$ cat config.mk
export PLATFORM = sky130hd
export DESIGN_NAME = if_stage
export DESIGN_NICKNAME = d
export VERILOG_FILES = /design/src/rtl/if_stage.sv
export SDC_FILE = /design/constraint.sdc
export NUM_CORES = 1
export LEC_CHECK = 0
export ABC_AREA = 1
export CAP_MARGIN = 15
export CORE_ASPECT_RATIO = 2
export CORE_UTILIZATION = 30
export DETAILED_ROUTE_END_ITERATION = 6
export DONT_BUFFER_PORTS = 1
export HOLD_SLACK_MARGIN = 0.06
export PLACE_DENSITY = 0.54
export SLEW_MARGIN = 5
export SYNTH_ARGS = -nofsm -noshare
export SYNTH_HDL_FRONTEND = slang
export SYNTH_SLANG_ARGS = --single-unit
$ cat constraint.sdc
create_clock -name clk -period 2.2 [get_ports clk]
set_input_delay 0.44 -clock clk [delete_from_list [all_inputs] [get_ports clk]]
set_output_delay 0.44 -clock clk [all_outputs]
set_load 0.005 [all_outputs]
$ cat src/rtl/if_stage.sv
// RV32 instruction-fetch stage: PC, imem handshake, IF/ID register.
// One-entry skid buffer absorbs a word acked during a stall.
module if_stage #(
  parameter logic [31:0] PC_RESET = 32'h0000_3000,
  parameter logic [31:0] NOP      = 32'h0000_0013
) (
  input  logic        clk,
  input  logic        rstn,
  input  logic        stall,
  input  logic        flush,
  input  logic [31:0] redirect_pc,
  output logic        imem_req,
  output logic [31:0] imem_addr,
  input  logic        imem_ack,
  input  logic [31:0] imem_rdata,
  output logic        if_id_valid,
  output logic [31:0] if_id_pc,
  output logic [31:0] if_id_pc4,
  output logic [31:0] if_id_ir,
  output logic        fetch_busy
);

  typedef enum logic [1:0] {
    START,
    FETCH,
    HOLD,
    DROP
  } state_t;

  typedef struct packed {
    logic        valid;
    logic [31:0] pc;
    logic [31:0] pc4;
    logic [31:0] ir;
  } if_id_t;

  state_t      state, state_n;
  logic [31:0] pc, pc_n;
  logic [31:0] buf_ir, buf_ir_n;
  logic [31:0] buf_pc, buf_pc_n;
  logic [31:0] pend_pc, pend_pc_n;
  if_id_t      if_id, if_id_n;
  logic [31:0] pc_inc;
  logic [31:0] buf_inc;

  assign pc_inc  = pc + 32'd4;
  assign buf_inc = buf_pc + 32'd4;

  // state and datapath registers
  always_ff @(posedge clk or negedge rstn) begin
    if (!rstn) begin
      state   <= START;
      pc      <= PC_RESET;
      buf_ir  <= '0;
      buf_pc  <= '0;
      pend_pc <= '0;
      if_id   <= '{valid: 1'b0, pc: '0, pc4: '0, ir: NOP};
    end else begin
      state   <= state_n;
      pc      <= pc_n;
      buf_ir  <= buf_ir_n;
      buf_pc  <= buf_pc_n;
      pend_pc <= pend_pc_n;
      if_id   <= if_id_n;
    end
  end

  // next-state, PC steering and IF/ID update
  always_comb begin
    state_n   = state;
    pc_n      = pc;
    buf_ir_n  = buf_ir;
    buf_pc_n  = buf_pc;
    pend_pc_n = pend_pc;
    if_id_n   = if_id;
    unique case (state)
      START: begin
        state_n = FETCH;
      end
      FETCH: begin
        unique case (1'b1)
          imem_ack && flush: begin
            pc_n          = redirect_pc;
            if_id_n.valid = 1'b0;
            if_id_n.ir    = NOP;
          end
          imem_ack && !flush && stall: begin
            buf_pc_n = pc;
            buf_ir_n = imem_rdata;
            pc_n     = pc_inc;
            state_n  = HOLD;
          end
          imem_ack && !flush && !stall: begin
            if_id_n = '{valid: 1'b1, pc: pc,
                        pc4: pc_inc, ir: imem_rdata};
            pc_n    = pc_inc;
          end
          !imem_ack && flush: begin
            pend_pc_n     = redirect_pc;
            if_id_n.valid = 1'b0;
            if_id_n.ir    = NOP;
            state_n       = DROP;
          end
          !imem_ack && !flush && stall: begin
          end
          !imem_ack && !flush && !stall: begin
            if_id_n.valid = 1'b0;
            if_id_n.ir    = NOP;
          end
        endcase
      end
      HOLD: begin
        if (flush) begin
          pc_n          = redirect_pc;
          if_id_n.valid = 1'b0;
          if_id_n.ir    = NOP;
          state_n       = FETCH;
        end else if (!stall) begin
          if_id_n = '{valid: 1'b1, pc: buf_pc,
                      pc4: buf_inc, ir: buf_ir};
          state_n = FETCH;
        end
      end
      DROP: begin
        if (flush) begin
          pend_pc_n = redirect_pc;
        end
        if_id_n.valid = 1'b0;
        if_id_n.ir    = NOP;
        if (imem_ack) begin
          pc_n    = pend_pc_n;
          state_n = FETCH;
        end
      end
    endcase
  end

  assign imem_req    = (state == FETCH) || (state == DROP);
  assign imem_addr   = pc;
  assign fetch_busy  = ((state == FETCH) && !imem_ack) ||
                       (state == DROP);
  assign if_id_valid = if_id.valid;
  assign if_id_pc    = if_id.pc;
  assign if_id_pc4   = if_id.pc4;
  assign if_id_ir    = if_id.ir;

endmodule

==> deck_impl_summary.md <==
Synthesis and Place & Route Summary

Outcome
  • Status: complete, but fails checks
  • Failing checks: hold timing

Timing
  • Post-route minimum period: around 2100 ps
  • Fmax achieved: 480.6 MHz
  • Number of failing hold endpoints at the final stage: roughly 220
  • Unrepaired setup endpoints after global routing: false
  • Worst Hold Margin: -412.6 ps
  • Max-Slew Margin vs Limit: 0.5461
  • Final max-slew violation count: 0
  • Clk_skew: ~13 ps
  • Ratio of final minimum period to clock period: 0.9458
  • Worst Max-Slew Pin Slew: 677.8 ps
  • Final setup violation count: 0
  • Final TNS setup: 0 ps

Final layout
  • Sequential Area: about 0.0056 mm²
  • Post-layout nets: 1744
  • Inverter count: ~90
  • Commonest cells after routing, fill and taps aside: nand2_1 (492), nor2_1 (242), dfrtp_1 (220)
  • Clock buffer instance count of the final layout: 32
  • Proportion of cell area occupied by registers: 0.3987
  • Layout cells sized above 1: 0.09532
  • Summed area of non-filler cells in the final layout: 0.01414 mm²
  • Number of signal-net buffers in the layout: 123
  • Antenna diodes: 0
  • Core utilization of the finished layout: 0.3585
  • Final non-filler cell total: between 2000 and 2500
  • Total number of multi-input combinational cells: roughly 1200
  • Layout fillers: around 4300
  • Area overhead of the layout relative to synthesis: 18.20%
  • Proportion of cell area spent on the clock network: 0.05399
  • Buffering overhead: 0.08027
  • Top class by area: flip-flops and latches

Detailed routing
  • Number of antenna-violating nets in the routed design: 0
  • Via count normalized by instance count: around 5
  • DRC violations left: 0
  • Vias after detailed routing: around 11000
  • Iteration-0 DRC count of the detailed router: roughly 560
  • Drt first pass iters: 6

Global route
  • Initial antenna violation count: 0
  • Aggregate global routing overflow: 0
  • Vias in the first global route: roughly 11000
  • Pin count of the biggest net entering global routing: between 200 and 250

Flow run
  • Log Warnings: 30
  • Maxcap violations: 0

Synthesis
  • Share of flip-flops with an asynchronous set or reset: 1.000
  • Most common library cells after synthesis: nand2_1 (493), nor2_1 (244), dfrtp_1 (220), o21ai_0 (131), nand3_1 (113)
  • Leading area contributor after synthesis: dfrtp_1
  • Post-Syn Area per Cell: about 7.4 µm²
  • Register bit count reported by yosys: 225
  • Fa+ha+maj area frac: 0.002092
  • Number of nets produced by synthesis: approximately 1700
  • Area fraction in compound gates: 0.1423
  • Dominant non-sequential cell family after synthesis: simple AND/OR/NAND/NOR gates
  • Post-synth EDFFs: 0
  • Synth mux share: 0.02071
  • Number of warnings issued by yosys: 0
  • Biggest area cells: dfrtp_1 (46%), nand2_1 (15%), nor2_1 (7.7%), o21ai_0 (5.5%), nand3_1 (4.7%)
  • Basic Gates by Area: 0.2902
  • Syn Std Cell Area: 0.01196 mm²
  • Post-synth area from yosys stat: about 0.012 mm²
  • Number of cells in Yosys stat: about 1600
  • Main flop type: dfrtp_1
  • Most repeated cell in the gate-level netlist after synthesis: nand2_1
  • Proportion of netlist area held by the largest area contributor: 0.4603
  • Sequential fraction of the synthesis area: 0.4713
  • XOR/XNOR Area Share: 0.01245
  • Number of cells produced by synthesis: 1617

Power
  • Sum of internal, switching and leakage power: roughly 21000 µW
  • Peak supply drop: between 0.6 and 0.7 mV
  • Pwr per Cell Area: 1516 mW/mm²

Worst setup path
  • Longest individual stage delay on the worst path: 530 ps
  • Arrival time of the worst setup path: 2560 ps
  • CP max FO: 6
  • Slowest library cell on the worst path: dfrtp_1
  • CP dominant cell by count: nand2_1
  • Crit path buf inv count: 1
  • Capture instance of the worst register-to-register path: if_id_pc4[12]$_DFFE_PN0P_
  • Critical Setup Path Class: register to register
  • End point of the critical path: if_id_pc4[12]$_DFFE_PN0P_
  • Crit path depth: 10
  • Start of the worst register-to-register path: imem_addr[5]$_DFFE_PN0P_
  • Critical Path Start: imem_addr[5]$_DFFE_PN0P_
  • List of cells traversed by the critical path: nand2_1 > inv_1 > nand3_1 > nor2_4 > nand2_1 > nand2_1 > nand2_1 > nand2_1 > nand2_1 > nand2_1
  • Register-to-register setup slack: 120 ps
  • Cell family with the largest share of critical-path delay: simple AND/OR/NAND/NOR gates

Worst hold path
  • Kind of path behind the tightest hold check: input port to async pin

Clock tree
  • Number of clock buffers inserted by TritonCTS: 23
  • Number of H-tree levels: 1
  • Number of hold-repair buffers added at the cts stage: 43
  • Clock input transition at the sequential cells of the worst setup and hold paths: 60 ps
  • CTS Sinks: about 230
  • CTS tree: built
  • Clk Latency, worst-skew pair: between 500 and 600 ps
  • Total setup buffers inserted after CTS: 0
  • Maximum number of buffers from clock root to sink: 3
  • Clock Tree Root: clkbuf_16

Floorplanning
  • Initial Util: 0.3033
  • I/O pins: around 200
  • Cell row count: 103
  • Placeable core region: 0.03944 mm²
  • Die X-Extent: approximately 140 µm
  • Die height: 284.4 µm
  • Area of the die: 0.04072 mm²
  • TAP cells: about 530

Place
  • Setup Slack @ Placement: -64.96 ps
  • # port buffers: 0
  • Routability Congestion: ~0.94
  • Dpl cells: roughly 2100
## layer usage
layer  share of wire  track usage  routed length, µm  up-vias
li1                -            -                  -     5424
met1            0.34       0.2271              15480     5372
met2            0.52       0.4079              23710      340
met3           0.051      0.03420               2315      108
met4           0.085       0.1755               3860        0
met5               0            0                  0        -
## logic make-up after synthesis
group,count (synthesis)
DFF,225
AOI/OAI and AO/OA,299
xor gates and xnor gates,17
muxes,22
adders and majority gates,2
buffers and inverters,181
and+or+nand+nor,871
## power by group
group	internal (µW)	leakage [µW]	switching (µW)
clock	2330	0.000373	1800
combinational	3260	0.00326	5750
sequential	6230	0.00265	2070
total	11800	0.00629	9620
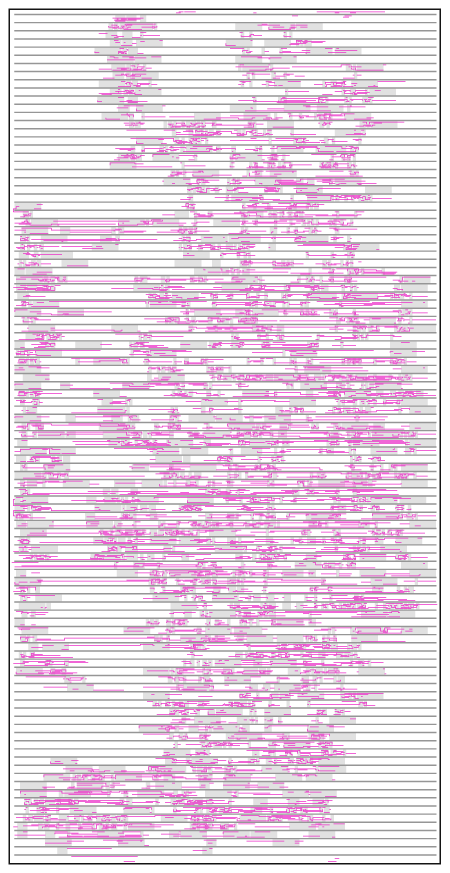
(the metal 1 layer)
Scale: 3 px per µm. Supply wires on this layer in gray. Cells faint in the background.
share of all routed wire: 34%
main direction: horizontal
longest straight run: 46.0 µm
nets with wire on the layer: 1623

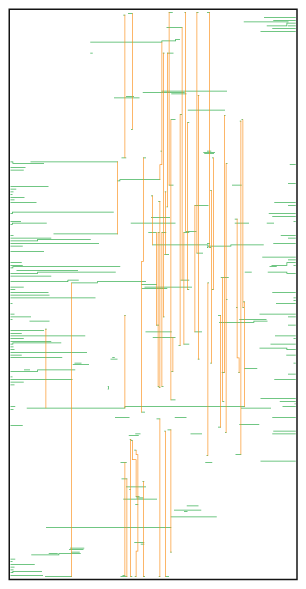
(routed metal, one color a layer)
Scale: 2 px per µm. Two of the layers only.
| layer | color | wire length |
|---|---|---|
| M3 | green | 2320 µm |
| M4 | orange | 3860 µm |
overall routing resource usage: 0.2258
post-DR wirelength/cell: 20.49 µm
Total Routed Length: 45360 µm

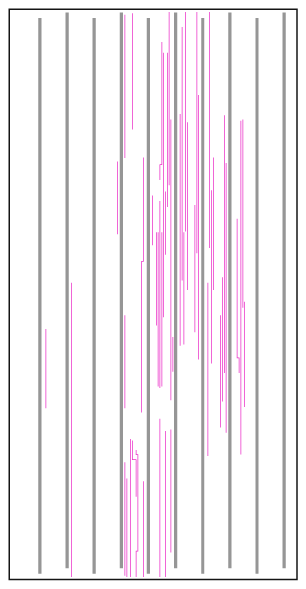
(signal wires on met4)
Scale: 2 px per µm. Supply wires on this layer in gray.
main direction: vertical
nets with wire on the layer: 43

Power figures rest on the tool's default switching activity, not on a simulated workload.
